==> config.mk <==
export PLATFORM = sky130hd
export DESIGN_NAME = pipeline_hazard_ctrl_flat
export DESIGN_NICKNAME = d
export VERILOG_FILES = /design/src/rtl/pipeline_pkg.sv /design/src/rtl/pipeline_hazard_ctrl_if.sv /design/src/rtl/hazard_scoreboard.sv /design/src/rtl/pipeline_hazard_ctrl.sv /design/src/flat_wrapper.sv
export SDC_FILE = /design/constraint.sdc
export NUM_CORES = 1
export LEC_CHECK = 0
export ABC_CLOCK_PERIOD_IN_PS = 6400
export CAP_MARGIN = 20
export CORE_MARGIN = 5
export CORE_UTILIZATION = 60
export CTS_BUF_LIST = sky130_fd_sc_hd__clkbuf_8
export DETAILED_ROUTE_END_ITERATION = 7
export PLACE_DENSITY = 0.9
export SETUP_SLACK_MARGIN = 0.15
export SLEW_MARGIN = 20
export SYNTH_ARGS = -nofsm -noshare
export SYNTH_HDL_FRONTEND = slang
export SYNTH_SLANG_ARGS = --single-unit
==> constraint.sdc <==
create_clock -name clk -period 6.4 [get_ports clk]
set_input_delay 0.64 -clock clk [delete_from_list [all_inputs] [get_ports clk]]
set_output_delay 0.64 -clock clk [all_outputs]
set_load 0.01 [all_outputs]
==> src/rtl/pipeline_pkg.sv <==
// Shared types and sizing for the pipeline hazard controller.
package pipeline_pkg;

    localparam int REG_IDX_W = 3;
    localparam int NUM_REGS  = 8;
    localparam int MAX_PEND  = 3;
    localparam int CNT_W     = 2;

    typedef logic [REG_IDX_W-1:0] reg_idx_t;
    typedef logic [CNT_W-1:0]     pend_cnt_t;

    typedef enum logic [1:0] {
        RUN    = 2'd0,
        DRAIN  = 2'd1,
        HALTED = 2'd2
    } ctrl_state_t;

endpackage

==> src/rtl/pipeline_hazard_ctrl_if.sv <==
// Decode / ID-RR / execute / writeback view of the hazard controller.
// The pipeline side is the master, the controller is the slave.
interface pipeline_hazard_ctrl_if;
    import pipeline_pkg::*;

    logic                d_valid;
    reg_idx_t            d_src1_idx;
    logic                d_src1_rd;
    reg_idx_t            d_src2_idx;
    logic                d_src2_rd;
    reg_idx_t            d_dst_idx;
    logic                d_dst_we;
    logic                d_is_halt;
    logic                rr_valid;
    reg_idx_t            rr_dst_idx;
    logic                rr_dst_we;
    logic                ex_redirect;
    logic                wb_valid;
    reg_idx_t            wb_dst_idx;
    logic                wb_we;
    logic                f_stall;
    logic                d_stall;
    logic                d_flush;
    logic                rr_flush;
    logic                issue;
    logic                halted;
    logic [NUM_REGS-1:0] sb_busy;

    modport master (
        output d_valid, d_src1_idx, d_src1_rd, d_src2_idx, d_src2_rd,
               d_dst_idx, d_dst_we, d_is_halt,
               rr_valid, rr_dst_idx, rr_dst_we,
               ex_redirect, wb_valid, wb_dst_idx, wb_we,
        input  f_stall, d_stall, d_flush, rr_flush, issue, halted, sb_busy
    );

    modport slave (
        input  d_valid, d_src1_idx, d_src1_rd, d_src2_idx, d_src2_rd,
               d_dst_idx, d_dst_we, d_is_halt,
               rr_valid, rr_dst_idx, rr_dst_we,
               ex_redirect, wb_valid, wb_dst_idx, wb_we,
        output f_stall, d_stall, d_flush, rr_flush, issue, halted, sb_busy
    );

endinterface

==> src/rtl/hazard_scoreboard.sv <==
// Per-register count of in-flight writes. Produces the decode hazard,
// the busy vector and a flag telling whether every count will be zero
// after this cycle's updates.
module hazard_scoreboard
    import pipeline_pkg::*;
(
    input  logic                clk,
    input  logic                rst,
    input  logic                d_valid,
    input  reg_idx_t            d_src1_idx,
    input  logic                d_src1_rd,
    input  reg_idx_t            d_src2_idx,
    input  logic                d_src2_rd,
    input  reg_idx_t            d_dst_idx,
    input  logic                d_dst_we,
    input  logic                issue,
    input  logic                wb_valid,
    input  reg_idx_t            wb_dst_idx,
    input  logic                wb_we,
    input  logic                squash_valid,
    input  reg_idx_t            squash_idx,
    output logic                hazard,
    output logic [NUM_REGS-1:0] sb_busy,
    output logic                drained_next
);

    pend_cnt_t           cnt_q [NUM_REGS];
    pend_cnt_t           cnt_d [NUM_REGS];
    pend_cnt_t           eff   [NUM_REGS];
    logic [NUM_REGS-1:0] inc_vec;
    logic [NUM_REGS-1:0] wb_vec;
    logic [NUM_REGS-1:0] sq_vec;
    logic [NUM_REGS-1:0] underflow;

    // Decode the per-register increment/decrement events and the effective
    // count, which already credits a same-cycle writeback (write-before-read).
    always_comb begin
        inc_vec = '0;
        wb_vec  = '0;
        sq_vec  = '0;
        for (int r = 0; r < NUM_REGS; r++) begin
            inc_vec[r] = issue & d_dst_we & (d_dst_idx == reg_idx_t'(r));
            wb_vec[r]  = wb_valid & wb_we & (wb_dst_idx == reg_idx_t'(r));
            sq_vec[r]  = squash_valid & (squash_idx == reg_idx_t'(r));
            eff[r]     = (cnt_q[r] == '0) ? '0 : (cnt_q[r] - {1'b0, wb_vec[r]});
            sb_busy[r] = (cnt_q[r] != '0);
        end
    end

    // A source with any pending write, or a destination already at the
    // outstanding-write limit, blocks the decode instruction.
    always_comb begin
        hazard = d_valid & ((d_src1_rd & (eff[d_src1_idx] != '0)) |
                            (d_src2_rd & (eff[d_src2_idx] != '0)) |
                            (d_dst_we  & (eff[d_dst_idx] == pend_cnt_t'(MAX_PEND))));
    end

    // Next counts: one possible increment, up to two decrements, clamped at zero.
    always_comb begin
        logic [CNT_W:0] sum;
        logic [CNT_W:0] dec;
        sum          = '0;
        dec          = '0;
        underflow    = '0;
        drained_next = 1'b1;
        for (int r = 0; r < NUM_REGS; r++) begin
            sum          = {1'b0, cnt_q[r]} + {{CNT_W{1'b0}}, inc_vec[r]};
            dec          = {{CNT_W{1'b0}}, wb_vec[r]} + {{CNT_W{1'b0}}, sq_vec[r]};
            underflow[r] = (sum < dec);
            cnt_d[r]     = underflow[r] ? '0 : pend_cnt_t'(sum - dec);
            if (cnt_d[r] != '0) begin
                drained_next = 1'b0;
            end
        end
    end

    // Counter registers, cleared asynchronously regardless of in-flight work.
    always_ff @(posedge clk or negedge rst) begin
        if (!rst) begin
            for (int r = 0; r < NUM_REGS; r++) begin
                cnt_q[r] <= '0;
            end
        end else begin
            for (int r = 0; r < NUM_REGS; r++) begin
                cnt_q[r] <= cnt_d[r];
            end
        end
    end

    // Retiring or squashing a write that was never counted is a pipeline bug.
    no_underflow_a: assert property (@(posedge clk) disable iff (!rst) (underflow == '0));

endmodule

==> src/rtl/pipeline_hazard_ctrl.sv <==
// Central stall/flush controller: priority between redirect, hazard and
// halt, plus the RUN/DRAIN/HALTED sequencer. Defining HAZARD_PERF_EN adds
// stall, flush and issue event counters as extra outputs.
module pipeline_hazard_ctrl
    import pipeline_pkg::*;
(
    input  logic                  clk,
    input  logic                  rst,
    pipeline_hazard_ctrl_if.slave bus
`ifdef HAZARD_PERF_EN
    ,
    output logic [31:0]           perf_stall_cycles,
    output logic [31:0]           perf_flushes,
    output logic [31:0]           perf_issued
`endif
);

    ctrl_state_t         state_q;
    ctrl_state_t         state_d;
    logic                halted_q;
    logic                halted_d;
    logic                hazard;
    logic                drained_next;
    logic                squash;
    logic [NUM_REGS-1:0] sb_busy;
    logic                f_stall;
    logic                d_stall;
    logic                d_flush;
    logic                rr_flush;
    logic                issue;

    assign squash = bus.ex_redirect & bus.rr_valid & bus.rr_dst_we;

    hazard_scoreboard u_scoreboard (
        .clk          (clk),
        .rst          (rst),
        .d_valid      (bus.d_valid),
        .d_src1_idx   (bus.d_src1_idx),
        .d_src1_rd    (bus.d_src1_rd),
        .d_src2_idx   (bus.d_src2_idx),
        .d_src2_rd    (bus.d_src2_rd),
        .d_dst_idx    (bus.d_dst_idx),
        .d_dst_we     (bus.d_dst_we),
        .issue        (issue),
        .wb_valid     (bus.wb_valid),
        .wb_dst_idx   (bus.wb_dst_idx),
        .wb_we        (bus.wb_we),
        .squash_valid (squash),
        .squash_idx   (bus.rr_dst_idx),
        .hazard       (hazard),
        .sb_busy      (sb_busy),
        .drained_next (drained_next)
    );

    // Same-cycle stall/flush/issue decisions: redirect beats hazard beats halt.
    always_comb begin
        f_stall  = 1'b0;
        d_stall  = 1'b0;
        d_flush  = 1'b0;
        rr_flush = 1'b0;
        issue    = 1'b0;
        case (state_q)
            RUN: begin
                if (bus.ex_redirect) begin
                    d_flush  = 1'b1;
                    rr_flush = 1'b1;
                end else if (hazard || (bus.d_valid && bus.d_is_halt)) begin
                    f_stall  = 1'b1;
                    d_stall  = 1'b1;
                    rr_flush = 1'b1;
                end else begin
                    issue = bus.d_valid;
                end
            end
            DRAIN: begin
                if (bus.ex_redirect) begin
                    d_flush  = 1'b1;
                    rr_flush = 1'b1;
                end else begin
                    f_stall  = 1'b1;
                    d_stall  = 1'b1;
                    rr_flush = 1'b1;
                end
            end
            default: begin
                f_stall  = 1'b1;
                d_stall  = 1'b1;
                rr_flush = 1'b1;
            end
        endcase
    end

    // Sequencer next state; a redirect during drain means the HLT was wrong-path.
    always_comb begin
        state_d = state_q;
        case (state_q)
            RUN: begin
                if (!bus.ex_redirect && !hazard && bus.d_valid && bus.d_is_halt) begin
                    state_d = DRAIN;
                end
            end
            DRAIN: begin
                if (bus.ex_redirect) begin
                    state_d = RUN;
                end else if (drained_next) begin
                    state_d = HALTED;
                end
            end
            HALTED:  state_d = HALTED;
            default: state_d = RUN;
        endcase
        halted_d = (state_d == HALTED);
    end

    // Sequencer state and the registered halted flag.
    always_ff @(posedge clk or negedge rst) begin
        if (!rst) begin
            state_q  <= RUN;
            halted_q <= 1'b0;
        end else begin
            state_q  <= state_d;
            halted_q <= halted_d;
        end
    end

    // Combinational controls are forced low while reset is held.
    assign bus.f_stall  = f_stall  & rst;
    assign bus.d_stall  = d_stall  & rst;
    assign bus.d_flush  = d_flush  & rst;
    assign bus.rr_flush = rr_flush & rst;
    assign bus.issue    = issue    & rst;
    assign bus.halted   = halted_q;
    assign bus.sb_busy  = sb_busy;

`ifdef HAZARD_PERF_EN
    logic [31:0] perf_stall_cycles_q;
    logic [31:0] perf_stall_cycles_d;
    logic [31:0] perf_flushes_q;
    logic [31:0] perf_flushes_d;
    logic [31:0] perf_issued_q;
    logic [31:0] perf_issued_d;

    // Wrapping event counters.
    always_comb begin
        perf_stall_cycles_d = perf_stall_cycles_q + {31'd0, (state_q == RUN) & hazard};
        perf_flushes_d      = perf_flushes_q + {31'd0, bus.ex_redirect};
        perf_issued_d       = perf_issued_q + {31'd0, issue};
    end

    // Event counter registers.
    always_ff @(posedge clk or negedge rst) begin
        if (!rst) begin
            perf_stall_cycles_q <= '0;
            perf_flushes_q      <= '0;
            perf_issued_q       <= '0;
        end else begin
            perf_stall_cycles_q <= perf_stall_cycles_d;
            perf_flushes_q      <= perf_flushes_d;
            perf_issued_q       <= perf_issued_d;
        end
    end

    assign perf_stall_cycles = perf_stall_cycles_q;
    assign perf_flushes      = perf_flushes_q;
    assign perf_issued       = perf_issued_q;
`endif

endmodule

==> src/flat_wrapper.sv <==
// flat-port wrapper written by rule: the top's interface ports become plain ports
module pipeline_hazard_ctrl_flat import pipeline_pkg::*;
  (clk, rst, bus_d_valid, bus_d_src1_idx, bus_d_src1_rd, bus_d_src2_idx, bus_d_src2_rd, bus_d_dst_idx, bus_d_dst_we, bus_d_is_halt, bus_rr_valid, bus_rr_dst_idx, bus_rr_dst_we, bus_ex_redirect, bus_wb_valid, bus_wb_dst_idx, bus_wb_we, bus_f_stall, bus_d_stall, bus_d_flush, bus_rr_flush, bus_issue, bus_halted, bus_sb_busy);
  pipeline_hazard_ctrl_if bus_i ();
  input  logic clk;
  input  logic rst;
  input wire logic [$bits(bus_i.d_valid)-1:0] bus_d_valid;
  input wire logic [$bits(bus_i.d_src1_idx)-1:0] bus_d_src1_idx;
  input wire logic [$bits(bus_i.d_src1_rd)-1:0] bus_d_src1_rd;
  input wire logic [$bits(bus_i.d_src2_idx)-1:0] bus_d_src2_idx;
  input wire logic [$bits(bus_i.d_src2_rd)-1:0] bus_d_src2_rd;
  input wire logic [$bits(bus_i.d_dst_idx)-1:0] bus_d_dst_idx;
  input wire logic [$bits(bus_i.d_dst_we)-1:0] bus_d_dst_we;
  input wire logic [$bits(bus_i.d_is_halt)-1:0] bus_d_is_halt;
  input wire logic [$bits(bus_i.rr_valid)-1:0] bus_rr_valid;
  input wire logic [$bits(bus_i.rr_dst_idx)-1:0] bus_rr_dst_idx;
  input wire logic [$bits(bus_i.rr_dst_we)-1:0] bus_rr_dst_we;
  input wire logic [$bits(bus_i.ex_redirect)-1:0] bus_ex_redirect;
  input wire logic [$bits(bus_i.wb_valid)-1:0] bus_wb_valid;
  input wire logic [$bits(bus_i.wb_dst_idx)-1:0] bus_wb_dst_idx;
  input wire logic [$bits(bus_i.wb_we)-1:0] bus_wb_we;
  output wire logic [$bits(bus_i.f_stall)-1:0] bus_f_stall;
  output wire logic [$bits(bus_i.d_stall)-1:0] bus_d_stall;
  output wire logic [$bits(bus_i.d_flush)-1:0] bus_d_flush;
  output wire logic [$bits(bus_i.rr_flush)-1:0] bus_rr_flush;
  output wire logic [$bits(bus_i.issue)-1:0] bus_issue;
  output wire logic [$bits(bus_i.halted)-1:0] bus_halted;
  output wire logic [$bits(bus_i.sb_busy)-1:0] bus_sb_busy;
  assign bus_i.d_valid = bus_d_valid;
  assign bus_i.d_src1_idx = bus_d_src1_idx;
  assign bus_i.d_src1_rd = bus_d_src1_rd;
  assign bus_i.d_src2_idx = bus_d_src2_idx;
  assign bus_i.d_src2_rd = bus_d_src2_rd;
  assign bus_i.d_dst_idx = bus_d_dst_idx;
  assign bus_i.d_dst_we = bus_d_dst_we;
  assign bus_i.d_is_halt = bus_d_is_halt;
  assign bus_i.rr_valid = bus_rr_valid;
  assign bus_i.rr_dst_idx = bus_rr_dst_idx;
  assign bus_i.rr_dst_we = bus_rr_dst_we;
  assign bus_i.ex_redirect = bus_ex_redirect;
  assign bus_i.wb_valid = bus_wb_valid;
  assign bus_i.wb_dst_idx = bus_wb_dst_idx;
  assign bus_i.wb_we = bus_wb_we;
  assign bus_f_stall = bus_i.f_stall;
  assign bus_d_stall = bus_i.d_stall;
  assign bus_d_flush = bus_i.d_flush;
  assign bus_rr_flush = bus_i.rr_flush;
  assign bus_issue = bus_i.issue;
  assign bus_halted = bus_i.halted;
  assign bus_sb_busy = bus_i.sb_busy;
  pipeline_hazard_ctrl u_core (.clk(clk), .rst(rst), .bus(bus_i));
endmodule
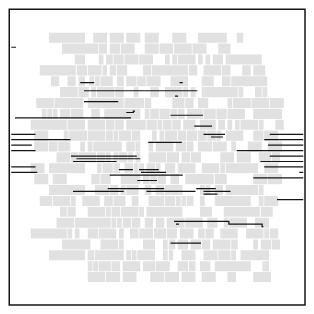
Fig. 1. Met3 routing (run 1).
Scale: 4 px per µm.
main direction: horizontal
nets with wire on the layer: 41
longest straight run: 28.7 µm
wire length on this layer: 394 µm
vias: 2214
met3 Usage GRT: 3.15%

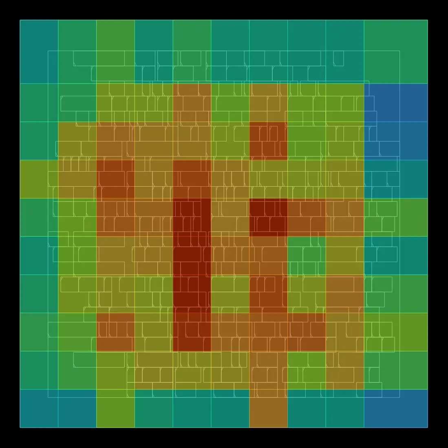
Fig. 2. Track usage over the die (run 1).
busiest grt layer: met2
end-of-flow core utilization: 73.0%
met2 Resource Use GR: 40.5%
GRT met1 Usage: 33.4%

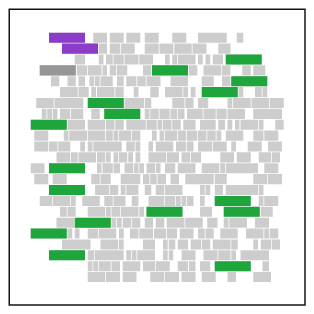
Fig. 3. Sequential cells coloured by netlist name (run 1).
Scale: 4 px per µm.
[purple] u_core.state_q | placed flops: 2
[green] u_core.u_scoreboard.cnt_q | placed flops: 16
total area of sequential cells: 475 µm²
register fraction of the total cell area: 16.4%
sequential cell power: 0.000177 W

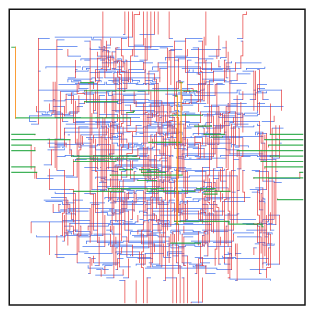
Fig. 4. Metal layers overlaid (run 1).
Scale: 4 px per µm.
[orange] met4 | wire length: 64.6 µm
[blue] met1 | wire length: 2650 µm
[red] met2 | wire length: 2960 µm
[green] met3 | wire length: 394 µm

==> run summary, run 1 <==
Numbers from the implementation run.

In the final report, the number of hold violations comes to 0. Per the run report, area growth between synthesis and finish was 19.6%. The relative contribution of the clock network to total power is 14.0%. The sequential cell count is 19.

The launch point of the worst register-to-register path is recorded as u_core.u_scoreboard.cnt_q[0]. The count of buffer and inverter cells on the critical path is 2. The post-layout instance count excluding filler cells is 369. Dividing the final minimum period by the clock period gives 86.4%. The largest register by flop count is u_core.u_scoreboard.cnt_q. The clock net in this run drives a total of 19 sinks. The non-clock buffer area fraction after layout is 13.6%.

The critical path crosses 17 cells after its start point. The number of standard cells reported by yosys is 280. The number of instances in the placed design is 365. The number of hold buffers added after cts is 0. TritonCTS built the clock tree. The maximum level of the CTS H-tree is 1. The row count is 23.

The type of the worst setup path is input pin to register. The top logic cell by instance count in the layout is ha_1. The area fraction in xor and xnor cells is 3.61%. The number of buffers between clock root and the deepest sink is 2. The average instance area after synthesis is 8.66 µm². For reference, the final report shows the max-slew violation count at 0. The leakage power of the design is 1.30 nW.

The number of global-route vias before repair is about 2200. In this run the post-CTS setup repair buffer count came out at 0. Counting distinct cell types in the post-synthesis netlist gives approximately 50. The simple-gate share of the synthesized area is between 20% and 30%.

Dividing total power by cell area gives a power density of 212 mW/mm². The async set-or-reset flop fraction in the synthesized netlist is 100%. The count of multi-input gates is 225.

Multi-input gates account for roughly 62% of the area. TritonRoute output was used to compute an average wire per cell of 16.5 µm. The primary flip-flop cell chosen by synthesis mapping is dfrtp_1. The power in the clock group is 0.0000862 W. The number of cells on the worst reg-to-reg path is 15. Detailed routing placed a total of 393 µm of wire on met3. The portion of synthesized cell area occupied by the leading cell type is a little over 20%.

In this run the clock root is driven by a clkbuf_8. As logged by OpenROAD, the buffers inserted on ports number 40. The cell-mix breakdown from Yosys lists the compound-gate area share as 11.7%.

For the combinational group, total power comes out at 0.000351 W. The fmax is 0.181 GHz. With fillers left out, the area of the finished cells amounts to slightly below 0.003 mm². The number of non-clock inverters is 31.

The number of flip-flops in the largest register is 16. The maximum single-stage delay on the critical path is around 0.6 ns. The cell area after placement is 0.00286 mm².

In the final timing run, aggregate negative setup slack is 0 ns. The layout cell share with drive strength beyond 1 is under 10%. The routed design uses ~3.0 mm of met2 wire. The flow ran to the end, and the final reports show no timing, DRC or antenna violations. Setup repair after global routing left no endpoint under its margin. The number of max-cap violations is 0. The total power draw is 0.000614 W. The total routed wire length on the met1 layer is between 2 and 3 mm. Clock buffers in the final layout number 3. The vertical extent of the die is 73.6 µm.

The critical path goes through clkdlybuf4s50_1 > nand3b_1 > nor3b_1 > ha_1 > nand2b_1 > a32oi_1 > mux4_2 > a32o_1 > nor4_1 > ha_1 > inv_1 > fa_1 > or3_1 > a21oi_1 > or4_1 > nor4_1 > o21bai_1. For this run, the register share of the synthesized area comes to 19.6%. At the worst endpoint, the required time is ~6.6 ns. In this run the count of I/O pins placed on the die edge is ~41. By instance count, the leading cell after synthesis is ha_1.

The library cells used most frequently in the layout, excluding fill and tap cells, are 40 x ha_1, 39 x clkdlybuf4s50_1, 32 x inv_1. Hold is met by 0.344 ns. OpenSTA lists the critical path endpoint as u_core.bus.halted. From the final report, the count of setup violators was given as 0. For this floorplan the total number of well-tap instances is around 50. The register-to-register path setup slack is 1.77 ns.

Nets still carrying antenna violations after routing amount to 0. The script extracted a net switching power of between 0.0002 and 0.0003 W. Counting flops with a built-in enable in the synthesized netlist gives 0.

The number of non-clock buffers in the layout is 40. The first-pass iteration count of the detailed router is 5. In the final layout, the multi-input gates occupy 0.00180 mm². The most critical min-delay path falls under input pin to asynchronous set/reset pin. TritonCTS created 3 clock buffers.
==> inputs of run 2 (changes only) <==
--- a/config.mk
+++ b/config.mk
@@ -7,8 +7,10 @@
 export LEC_CHECK = 0
 export ABC_CLOCK_PERIOD_IN_PS = 6400
 export CAP_MARGIN = 20
+export CELL_PAD_IN_SITES_DETAIL_PLACEMENT = 1
+export CELL_PAD_IN_SITES_GLOBAL_PLACEMENT = 2
 export CORE_MARGIN = 5
-export CORE_UTILIZATION = 60
+export CORE_UTILIZATION = 36
 export CTS_BUF_LIST = sky130_fd_sc_hd__clkbuf_8
 export DETAILED_ROUTE_END_ITERATION = 7
 export PLACE_DENSITY = 0.9
==> constraint.sdc (replaced) <==
create_clock -name clk -period 6.4 [get_ports clk]
set_input_delay 1.28 -clock clk [delete_from_list [all_inputs] [get_ports clk]]
set_output_delay 1.28 -clock clk [all_outputs]
set_load 0.01 [all_outputs]
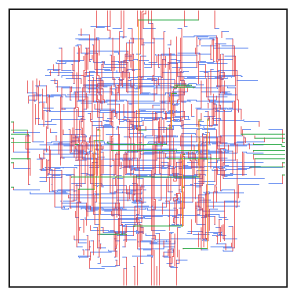
Fig. 5. Metal layers overlaid (run 2).
Scale: 3 px per µm.
detailed-route wire length per cell: 17.8 µm
total routed wirelength: 7.30 mm
overall routing resource usage: 18.0%
vias: 2264

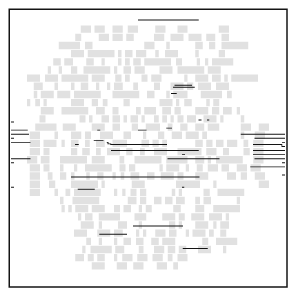
Fig. 6. Met3 routing (run 2).
Scale: 3 px per µm.
met3 Usage GRT: 3.53%

==> run summary, run 2 <==
Numbers from the implementation run.

The global routing's busiest layer is met2. The synthesized netlist devotes 11.7% of its cell area to compound gates. The flow ran to the end, and the final reports show no timing, DRC or antenna violations. In this run the remaining antenna-violating nets after routing total 0. OpenROAD reports that the post-layout worst path occupies 94.8% of the period. The class of the worst hold path is register to register. The tightest hold path in the finished design has a slack of ~0.57 ns. The layout contains a multi-input combinational cell count of 225. The capturing element of the worst setup path is bus_f_stall. The setup TNS is 0 ns. The row count is 30. The number of buffers created by CTS is 3.

The number of non-clock inverters is 31. The relative contribution of the clock network to total power is 14.6%. The sequential power reported by the tool is 0.000181 W. Per the cell usage report, the commonest logic cells after layout are 40 x ha_1, 40 x clkdlybuf4s50_1, 31 x inv_1. The fmax is between 0.15 and 0.2 GHz. The maximum level of the CTS H-tree is 1. Per the CTS log, the buffer count on the longest clock path is 2. The required time reported for the critical path endpoint is between 5 and 6 ns.

The number of non-clock buffers in the layout is 50. The area taken by multi-input logic gates is 0.00184 mm². The combinational-cell power consumption is 0.000365 W.

For this run, asynchronously set or reset flops after synthesis account for 100%. ~41 I/O pins were placed. The vertical extent of the die is 92.1 µm.

The clock sink count is 19. The number of flip-flops in the largest register is 16. The first-pass iteration count of the detailed router is 4. The final design area excluding fillers is 0.00305 mm². The startpoint of the most critical register-to-register path is u_core.u_scoreboard.cnt_q[0]. The number of max-cap violations is 0. The count of different cell masters after synthesis is 50.

The sequential fraction of total cell area is ~16%. The number of gates on the worst path with buffers counted is 13. The sequential cell area is 475 µm².

In the finished design the tool counted flip-flops and latches totalling 19. Setup repair after global routing left no endpoint under its margin. The number of standard cells reported by yosys is between 200 and 300. The number of global-route vias before repair is approximately 2500. Per the synthesis report, the simple-gate share of the synthesized area is approximately 28%. The met1 track demand over resource is 21.3%. Per the final report, the share of cell area in non-clock buffers is 15.6%. Looking at the setup timing report, the critical path kind is input pin to output port. Measured on the finished design, the core utilization comes to about 46%.

After layout, the design draws a total of approximately 0.00064 W. Power spread over the standard cell area amounts to 210 mW/mm². The switching component of the power was reported as ~0.00027 W. The finished layout holds 409 standard cells, fillers aside. The flow inserted about 80 tap cells. The final timing report lists a max-slew violation count of 0. The layout cell share with drive strength beyond 1 is 8.81%.

Averaged over all synthesized cells, the footprint is just under 9 µm². The largest register by flop count is u_core.u_scoreboard.cnt_q. met2 track demand over resource after global routing is 32.3%. The final hold violation count recorded for this run is 0.

The multi-input gate share of the layout cell area is between 60% and 70%. Per report_power, the Clock row totals 0.0000935 W. Clock tree synthesis selected as its root buffer the cell clkbuf_8.

The met2 wire length is between 3 and 4 mm. From the final report, the count of setup violators was given as 0. The total of clock buffers placed in the layout is 3.

TritonCTS built the clock tree. In this run, post-CTS hold repair placed 0 buffers. After synthesis, flip-flops and latches occupy 19.6% of the total area.
No activity file was given, so power comes from the tool's default toggle rates.
